Figure 1. Met1 routing.
Scale bar: 20 um.
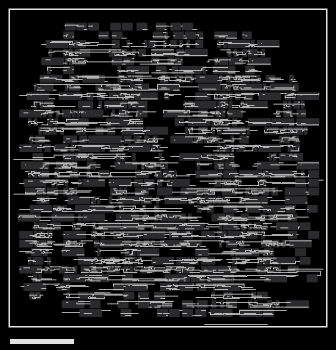
Figure 2. Signal wires on met2.
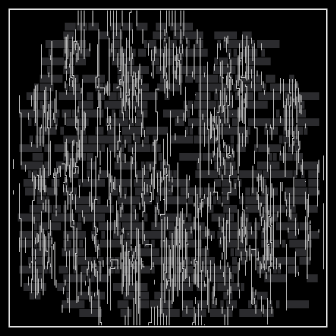
Figure 3. The metal 3 layer.
Scale bar: 20 um.
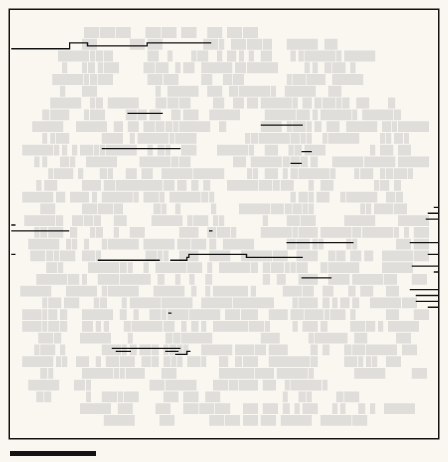
File: config.mk
export PLATFORM = sky130hd
export DESIGN_NAME = fnd_scan_sched_flat
export DESIGN_NICKNAME = d
export VERILOG_FILES = /design/src/rtl/fnd_scan_sched_if.sv /design/src/rtl/fnd_scan_sched.sv /design/src/flat_wrapper.sv
export SDC_FILE = /design/constraint.sdc
export NUM_CORES = 1
export LEC_CHECK = 0
export CAP_MARGIN = 20
export CORE_MARGIN = 2
export CORE_UTILIZATION = 50
export CTS_BUF_LIST = sky130_fd_sc_hd__clkbuf_8
export CTS_CLUSTER_DIAMETER = 200
export DETAILED_ROUTE_END_ITERATION = 12
export HOLD_SLACK_MARGIN = 0.08
export PLACE_DENSITY_LB_ADDON = 0.08
export SLEW_MARGIN = 5
export SYNTH_ARGS = -nofsm -noshare
export SYNTH_HDL_FRONTEND = slang
export SYNTH_SLANG_ARGS = --single-unit
File: constraint.sdc
create_clock -name PCLK -period 2.95 [get_ports PCLK]
set_input_delay 0.295 -clock PCLK [delete_from_list [all_inputs] [get_ports PCLK]]
set_output_delay 0.295 -clock PCLK [all_outputs]
set_load 0.02 [all_outputs]
File: src/rtl/fnd_scan_sched_if.sv
// Bus between the APB FND register block (master) and the scan scheduler (slave).
// data_load is a one-cycle start strobe with no ready: a load while busy restarts the conversion.
interface fnd_scan_sched_if #(
    parameter int DATA_W = 14
);
    logic              en;
    logic [DATA_W-1:0] data;
    logic              data_load;
    logic [3:0]        dp_mask;
    logic              lz_blank;
    logic [15:0]       bcd;
    logic              busy;
    logic [3:0]        FND_comm;
    logic [7:0]        FND_font;
    logic [1:0]        scan_state;

    modport master (
        output en, data, data_load, dp_mask, lz_blank,
        input  bcd, busy, FND_comm, FND_font, scan_state
    );

    modport slave (
        input  en, data, data_load, dp_mask, lz_blank,
        output bcd, busy, FND_comm, FND_font, scan_state
    );
endinterface

File: src/rtl/fnd_scan_sched.sv
// 4-digit FND sequencer: prescaled scan FSM with blanking, iterative binary-to-BCD
// converter and per-digit font generation with decimal point and leading-zero blanking.
module fnd_scan_sched #(
    parameter int DIV       = 100000,
    parameter int BLANK_CYC = 500,
    parameter int DATA_W    = 14
) (
    input  logic              PCLK,
    input  logic              PRESET,
    fnd_scan_sched_if.slave   bus
);
    localparam int PW = (DIV > 1) ? $clog2(DIV) : 1;
    localparam int BW = (BLANK_CYC > 1) ? $clog2(BLANK_CYC + 1) : 1;
    localparam int CW = $clog2(DATA_W + 1);
    localparam int SW = 16 + DATA_W;

    localparam logic [1:0] ST_IDLE  = 2'd0;
    localparam logic [1:0] ST_BLANK = 2'd1;
    localparam logic [1:0] ST_DRIVE = 2'd2;

    logic [1:0]    state_q, state_d;
    logic [PW-1:0] presc_q, presc_d;
    logic [BW-1:0] blank_q, blank_d;
    logic [1:0]    idx_q, idx_d;
    logic [3:0]    comm_q, comm_d;
    logic [7:0]    font_q, font_d;
    logic          slot_end, blank_done;

    // Working shift register: {bcd digits, remaining binary bits}
    logic [SW-1:0] sr_q, sr_d;
    logic [15:0]   adj;
    logic [15:0]   bcd_q, bcd_d;
    logic          busy_q, busy_d;
    logic [CW-1:0] cnt_q, cnt_d;

    logic [3:0]    nib;
    logic          lz_hit;
    logic [7:0]    lat_font;

    function automatic logic [6:0] seg_of(input logic [3:0] n);
        case (n)
            4'd0:    seg_of = 7'h40;
            4'd1:    seg_of = 7'h79;
            4'd2:    seg_of = 7'h24;
            4'd3:    seg_of = 7'h30;
            4'd4:    seg_of = 7'h19;
            4'd5:    seg_of = 7'h12;
            4'd6:    seg_of = 7'h02;
            4'd7:    seg_of = 7'h78;
            4'd8:    seg_of = 7'h00;
            4'd9:    seg_of = 7'h10;
            default: seg_of = 7'h7F;
        endcase
    endfunction

    assign slot_end   = (presc_q == PW'(DIV - 1));
    assign blank_done = (blank_q == BW'(BLANK_CYC - 1));

    always_comb begin
        state_d = state_q;
        idx_d   = idx_q;
        case (state_q)
            ST_IDLE:  state_d = ST_BLANK;
            ST_BLANK: if (blank_done) state_d = ST_DRIVE;
            ST_DRIVE: if (slot_end) begin
                state_d = ST_BLANK;
                idx_d   = idx_q + 2'd1;
            end
            default:  state_d = ST_IDLE;
        endcase
        if (!bus.en) begin
            state_d = ST_IDLE;
        end

        if (state_d == ST_IDLE) begin
            presc_d = '0;
            blank_d = '0;
            idx_d   = 2'd0;
        end else begin
            presc_d = (state_q == ST_IDLE || slot_end) ? '0 : presc_q + PW'(1);
            blank_d = (state_q == ST_BLANK && state_d == ST_BLANK) ? blank_q + BW'(1) : '0;
        end
    end

    // Digit font is fixed at the BLANK->DRIVE edge so a mid-slot commit cannot tear the digit.
    always_comb begin
        nib = bcd_q[{idx_q, 2'b00} +: 4];
        case (idx_q)
            2'd3:    lz_hit = (bcd_q[15:12] == 4'd0);
            2'd2:    lz_hit = (bcd_q[15:8] == 8'd0);
            2'd1:    lz_hit = (bcd_q[15:4] == 12'd0);
            default: lz_hit = 1'b0;
        endcase
        lz_hit = lz_hit & bus.lz_blank;
        if (nib > 4'd9) begin
            lat_font = 8'hFF;
        end else if (lz_hit) begin
            lat_font = {~bus.dp_mask[idx_q], 7'h7F};
        end else begin
            lat_font = {~bus.dp_mask[idx_q], seg_of(nib)};
        end
    end

    always_comb begin
        comm_d = 4'hF;
        font_d = 8'hFF;
        if (state_d == ST_DRIVE) begin
            if (state_q == ST_DRIVE) begin
                comm_d = comm_q;
                font_d = font_q;
            end else begin
                comm_d = ~(4'b0001 << idx_q);
                font_d = lat_font;
            end
        end
    end

    always_comb begin
        for (int k = 0; k < 4; k++) begin
            adj[4*k +: 4] = (sr_q[DATA_W + 4*k +: 4] >= 4'd5) ?
                            sr_q[DATA_W + 4*k +: 4] + 4'd3 : sr_q[DATA_W + 4*k +: 4];
        end
        sr_d   = sr_q;
        bcd_d  = bcd_q;
        busy_d = busy_q;
        cnt_d  = cnt_q;
        if (bus.data_load) begin
            sr_d   = {16'h0000, (32'(bus.data) > 32'd9999) ? DATA_W'(9999) : bus.data};
            busy_d = 1'b1;
            cnt_d  = CW'(DATA_W);
        end else if (busy_q) begin
            sr_d  = {adj, sr_q[DATA_W-1:0]} << 1;
            cnt_d = cnt_q - CW'(1);
            if (cnt_q == CW'(1)) begin
                busy_d = 1'b0;
                bcd_d  = sr_d[SW-1 -: 16];
            end
        end
    end

    always_ff @(posedge PCLK) begin
        if (PRESET) begin
            state_q <= ST_IDLE;
            presc_q <= '0;
            blank_q <= '0;
            idx_q   <= 2'd0;
            comm_q  <= 4'hF;
            font_q  <= 8'hFF;
            sr_q    <= '0;
            bcd_q   <= 16'h0000;
            busy_q  <= 1'b0;
            cnt_q   <= '0;
        end else begin
            state_q <= state_d;
            presc_q <= presc_d;
            blank_q <= blank_d;
            idx_q   <= idx_d;
            comm_q  <= comm_d;
            font_q  <= font_d;
            sr_q    <= sr_d;
            bcd_q   <= bcd_d;
            busy_q  <= busy_d;
            cnt_q   <= cnt_d;
        end
    end

    assign bus.bcd        = bcd_q;
    assign bus.busy       = busy_q;
    assign bus.FND_comm   = comm_q;
    assign bus.FND_font   = font_q;
    assign bus.scan_state = state_q;
endmodule

File: src/flat_wrapper.sv
// flat-port wrapper written by rule: the top's interface ports become plain ports
module fnd_scan_sched_flat 
#(
    parameter int DIV       = 100000,
    parameter int BLANK_CYC = 500,
    parameter int DATA_W    = 14
)
  (PCLK, PRESET, bus_en, bus_data, bus_data_load, bus_dp_mask, bus_lz_blank, bus_bcd, bus_busy, bus_FND_comm, bus_FND_font, bus_scan_state);
  fnd_scan_sched_if #(.DATA_W(DATA_W)) bus_i ();
  input  logic PCLK;
  input  logic PRESET;
  input wire logic [$bits(bus_i.en)-1:0] bus_en;
  input wire logic [$bits(bus_i.data)-1:0] bus_data;
  input wire logic [$bits(bus_i.data_load)-1:0] bus_data_load;
  input wire logic [$bits(bus_i.dp_mask)-1:0] bus_dp_mask;
  input wire logic [$bits(bus_i.lz_blank)-1:0] bus_lz_blank;
  output wire logic [$bits(bus_i.bcd)-1:0] bus_bcd;
  output wire logic [$bits(bus_i.busy)-1:0] bus_busy;
  output wire logic [$bits(bus_i.FND_comm)-1:0] bus_FND_comm;
  output wire logic [$bits(bus_i.FND_font)-1:0] bus_FND_font;
  output wire logic [$bits(bus_i.scan_state)-1:0] bus_scan_state;
  assign bus_i.en = bus_en;
  assign bus_i.data = bus_data;
  assign bus_i.data_load = bus_data_load;
  assign bus_i.dp_mask = bus_dp_mask;
  assign bus_i.lz_blank = bus_lz_blank;
  assign bus_bcd = bus_i.bcd;
  assign bus_busy = bus_i.busy;
  assign bus_FND_comm = bus_i.FND_comm;
  assign bus_FND_font = bus_i.FND_font;
  assign bus_scan_state = bus_i.scan_state;
  fnd_scan_sched #(.DIV(DIV), .BLANK_CYC(BLANK_CYC), .DATA_W(DATA_W)) u_core (.PCLK(PCLK), .PRESET(PRESET), .bus(bus_i));
endmodule
==> results.ini <==
[outcome]
status=finished clean

[critical_path]
worst_setup_ep_type=flop
cp_max_fo=12
worstPathArrival_ns=2.78
crit_path_start_kind=flop
cell_breakdown_of_the_critical_path=inv_1 > ha_1 > or4b_2 > nor3_1 > o211ai_1 > a31o_1 > o311ai_1
longest_individual_stage_delay_on_the_worst_path_ns=0.68
critical-path-slowest-cell=sky130_fd_sc_hd__dfxtp_1
critical_path.reg2reg.startpoint=u_core.idx_q[0]$_SDFFE_PP0P_
crit_buf_inv=1
setup.worst_path.class=flop to flop
cp.required_ns=3.22
start_point_of_the_critical_path=u_core.idx_q[0]$_SDFFE_PP0P_
path_delay_family=simple AND/OR/NAND/NOR gates

[timing]
rsz0062_at_grt=false
holdWs_ns=0.4726
report.final.setup_viol=0
worstMarginPinSlew_ns=0.5505
achievable-frequency_mhz=399.0
timing.setup.tns_ns=0
max_slew_headroom_at_the_worst_pin_pct=63.25
count_of_endpoints_failing_hold_in_the_final_timing_report=0
layout_setup_ws_ns=0.4437
min_period_over_period_pct=84.96
fin_worst_skew_ns=0.01498
finalMaxSlewViolations=0
min_cycle_time_layout_ns=2.506

[final_layout]
biggestCellCategory=logic gates
clk_share_pct=3.596
clockBufferCount=9
finalInstanceArea_mm2=0.005324
seqAreaFraction_pct=34.97
layout.core_utilization_pct=60.75
comb_share_pct=46.18
number_of_standard_cells_in_the_final_layout_excluding_fillers=686
filler_cell_count=791
num_antenna_cells=0
area_share_of_buffers_outside_the_clock_network_pct=10.95
layout.comb_gates.multi_input=384
sequential_cell_total=93
layout-drive-gt1-share_pct=6.055
register_area_mm2=0.001862
nets=618
flow.area_growth_from_synthesis_pct=17.80
final.signal_buffer_count=60
final.signal_inverter_count=25
layout.area.comb_mm2=0.002459

[floorplan]
die_area_mm2=0.009815
core_mm2=0.008763
die_w_um=99.07
rows=34
tap_cells=108
initial_utilization_pct=51.57
io_pins=54
die_h_um=99.07

[logic_synthesis]
syn_area_mm2=0.004519
synthArstFlopShare_pct=0
synth_nets=570
ys_sh_simple_pct=21.07
flip_flops_with_a_built_in_enable=0
synth.ff_latch_count=93
compound_area_share_pct=13.82
synth.distinct_cells=50
largest_non_sequential_cell_family_by_area=simple AND/OR/NAND/NOR gates
ys_cells=525
yosys.area.top_type_share_pct=41.20
post-synth-top-area-cell=sky130_fd_sc_hd__dfxtp_1
yosys_warnings=0
yosys-top-cells-area=sky130_fd_sc_hd__dfxtp_1 41%, sky130_fd_sc_hd__nor2_1 7.3%, sky130_fd_sc_hd__ha_1 6.1%, sky130_fd_sc_hd__mux2i_1 5.1%, sky130_fd_sc_hd__nand2_1 4.6%
synth.cellmix.adderShare_pct=6.091
postSynthCellCount=525
syn_area_per_cell_um2=8.608
synth-main-ff-cell=sky130_fd_sc_hd__dfxtp_1
ys_area_mm2=0.004519
post_synth_xor_area_fraction_pct=5.426
mux_share_pct=8.001
yosys.stat.seqShare_pct=41.20

[detailed_routing]
routedWlPerCell_um=13.69
post-route-drc-count=0
finalWirelength_um=9391
detail_route.iter0.violations=125
detail_route.vias_per_cell=5.287
drt.antenna.violating_nets=0
number_of_detailed_route_iterations_in_the_first_pass=4
route.vias.total=3627

[power]
switchingPower_uw=547.9
clkPwrFrac_pct=36.5
combinational_fraction_of_design_power_pct=7.1
power.static_leakage_nw=1.890
powerDensity_mw_per_mm2=430.4
internal_power_mw=1.744
pwr-share-seq_pct=56.4
report.power.total_mw=2.291
irDropWorstVdd_mv=0.3447
switching_share_pct=23.91

[placed_design]
placed_cells_incl_taps=670
post-place-ws_ns=0.4668
hpwl_um=6785
postPlaceCellArea_mm2=0.005132
port_buffers=53
globalplace.congestion=0.8102

[cts]
clkTransAtPathRegs_ns=0.09
root_buffer=sky130_fd_sc_hd__clkbuf_8
max_buffers_root_to_sink=2
cts_inserted_buffers=9
ctsHtreeMaxLevel=3
post-cts-setup-buffers=0
postCtsHoldBufs=0
clock_tree_from_tritoncts=built
postCtsResizedCells=0
insertion_delay_ns=0.36
clock-sinks=93

[global_routing]
antenna_found_initial=0
grt_overflow_total=0
gr-max-usage-layer=met2
grtUsageMet1_pct=26.00
global_route_usage_over_all_layers_pct=19.77
grt_use_met3_pct=3.901
first_global_vias=3426
grt_pass1_wl_um=15890
maximum_number_of_pins_on_one_net_before_global_route_repair=36
use_met2_pct=33.16

[flow_run]
log.warning_count=39
cap_viol_max_count=0

[worst_hold_path]
hold_class=flop to flop
worstHoldStart=u_core.presc_q[0]$_SDFF_PP0_

-- Figure 1 (at the start) --
nets with wire on the layer = 568
share of all routed wire = 48%
longest straight run = 25.8 um

-- Figure 2 (at the start) --
share of all routed wire = 48%
longest straight run = 50.0 um

-- Figure 3 (at the start) --
main direction = horizontal
longest straight run = 17.9 um

[worst paths after layout]
path / cells after the start / slack, ns / endpoint
hold / removal: 1 / 0.47 / u_core.presc_q[0]$_SDFF_PP0_
setup reg to reg: 7 / 0.44 / u_core.bus.FND_font[2]$_SDFFE_PP1P_
hold reg to reg: 1 / 0.47 / u_core.presc_q[0]$_SDFF_PP0_
setup / recovery: 7 / 0.44 / u_core.bus.FND_font[2]$_SDFFE_PP1P_
[Yosys cell counts, drive strengths merged (2+ instances only)]
library cell  instances
inv                  24
o22a                  4
mux4                  5
o21ai                16
nand3                17
and3                  2
nor2b                 2
and4                  2
buf                   9
nand4                 5
nor2                 88
nand2                55
dfxtp                93
mux2i                23
nand2b                9
ha                   22
or3                   3
a211o                 2
o31ai                 2
and2                  7
a211oi               22
nor3                  9
clkbuf               14
nor3b                 3
or2                   2
nor4                  5
a21oi                35
a31o                  2
a311oi                4
xor2                 11
xnor2                17
[cell usage in the layout (no fill, tap or decap), types with 11 or more instances in the layout]
cell type and n:
sky130_fd_sc_hd__a211oi_1 22, sky130_fd_sc_hd__a21oi_1 35, sky130_fd_sc_hd__clkdlybuf4s50_1 53, sky130_fd_sc_hd__dfxtp_1 93
sky130_fd_sc_hd__ha_1 22, sky130_fd_sc_hd__inv_1 25, sky130_fd_sc_hd__mux2i_1 23, sky130_fd_sc_hd__nand2_1 55
sky130_fd_sc_hd__nand3_1 16, sky130_fd_sc_hd__nor2_1 88, sky130_fd_sc_hd__o21ai_0 16, sky130_fd_sc_hd__xnor2_1 17
sky130_fd_sc_hd__xor2_1 11
[kinds of logic after synthesis]
| logic type | after synthesis |
|---|---|
| AND-OR/OR-AND | 95 |
| XOR/XNOR | 28 |
| adder cells (fa/ha/maj) | 22 |
| buffers and inverters | 48 |
| flip-flops | 93 |
| multiplexers | 29 |
| AND/OR/NAND/NOR | 210 |
[worst register-to-register path, stage by stage, from the launching register on]
cell	delay, ns
sky130_fd_sc_hd__dfxtp_1	0.68
sky130_fd_sc_hd__inv_1	0.18
sky130_fd_sc_hd__ha_1	0.23
sky130_fd_sc_hd__or4b_2	0.60
sky130_fd_sc_hd__nor3_1	0.17
sky130_fd_sc_hd__o211ai_1	0.22
sky130_fd_sc_hd__a31o_1	0.28
sky130_fd_sc_hd__o311ai_1	0.07
[registers in the layout, summed over array words and instances, names as in the netlist]
| name | flops |
|---|---|
| u_core.bus.scan_state | 2 |
| u_core.bus.FND_font | 8 |
| u_core.sr_q | 30 |
| u_core.bus.busy | 1 |
| u_core.cnt_q | 4 |
| u_core.blank_q | 9 |
| u_core.bus.bcd | 16 |
| u_core.bus.FND_comm | 4 |
| u_core.presc_q | 17 |
| u_core.idx_q | 2 |
[layer usage]
metal | wire (um) | up-vias
li1 | - | 1917
met1 | 4553 | 1662
met2 | 4483 | 38
met3 | 234 | 10
met4 | 119 | 0
met5 | 0 | -
[power by group through the flow]
stage                     registers, mW  clock network (mW)  logic (mW)
after floorplan                    1.32                   0       0.100
after global placement             1.32                   0       0.160
after detailed placement           1.32                   0       0.165
after CTS                          1.29               0.857       0.165
after global routing               1.30               0.906       0.183
final                              1.29               0.835       0.163
Power is estimated from default activity; no workload was simulated.
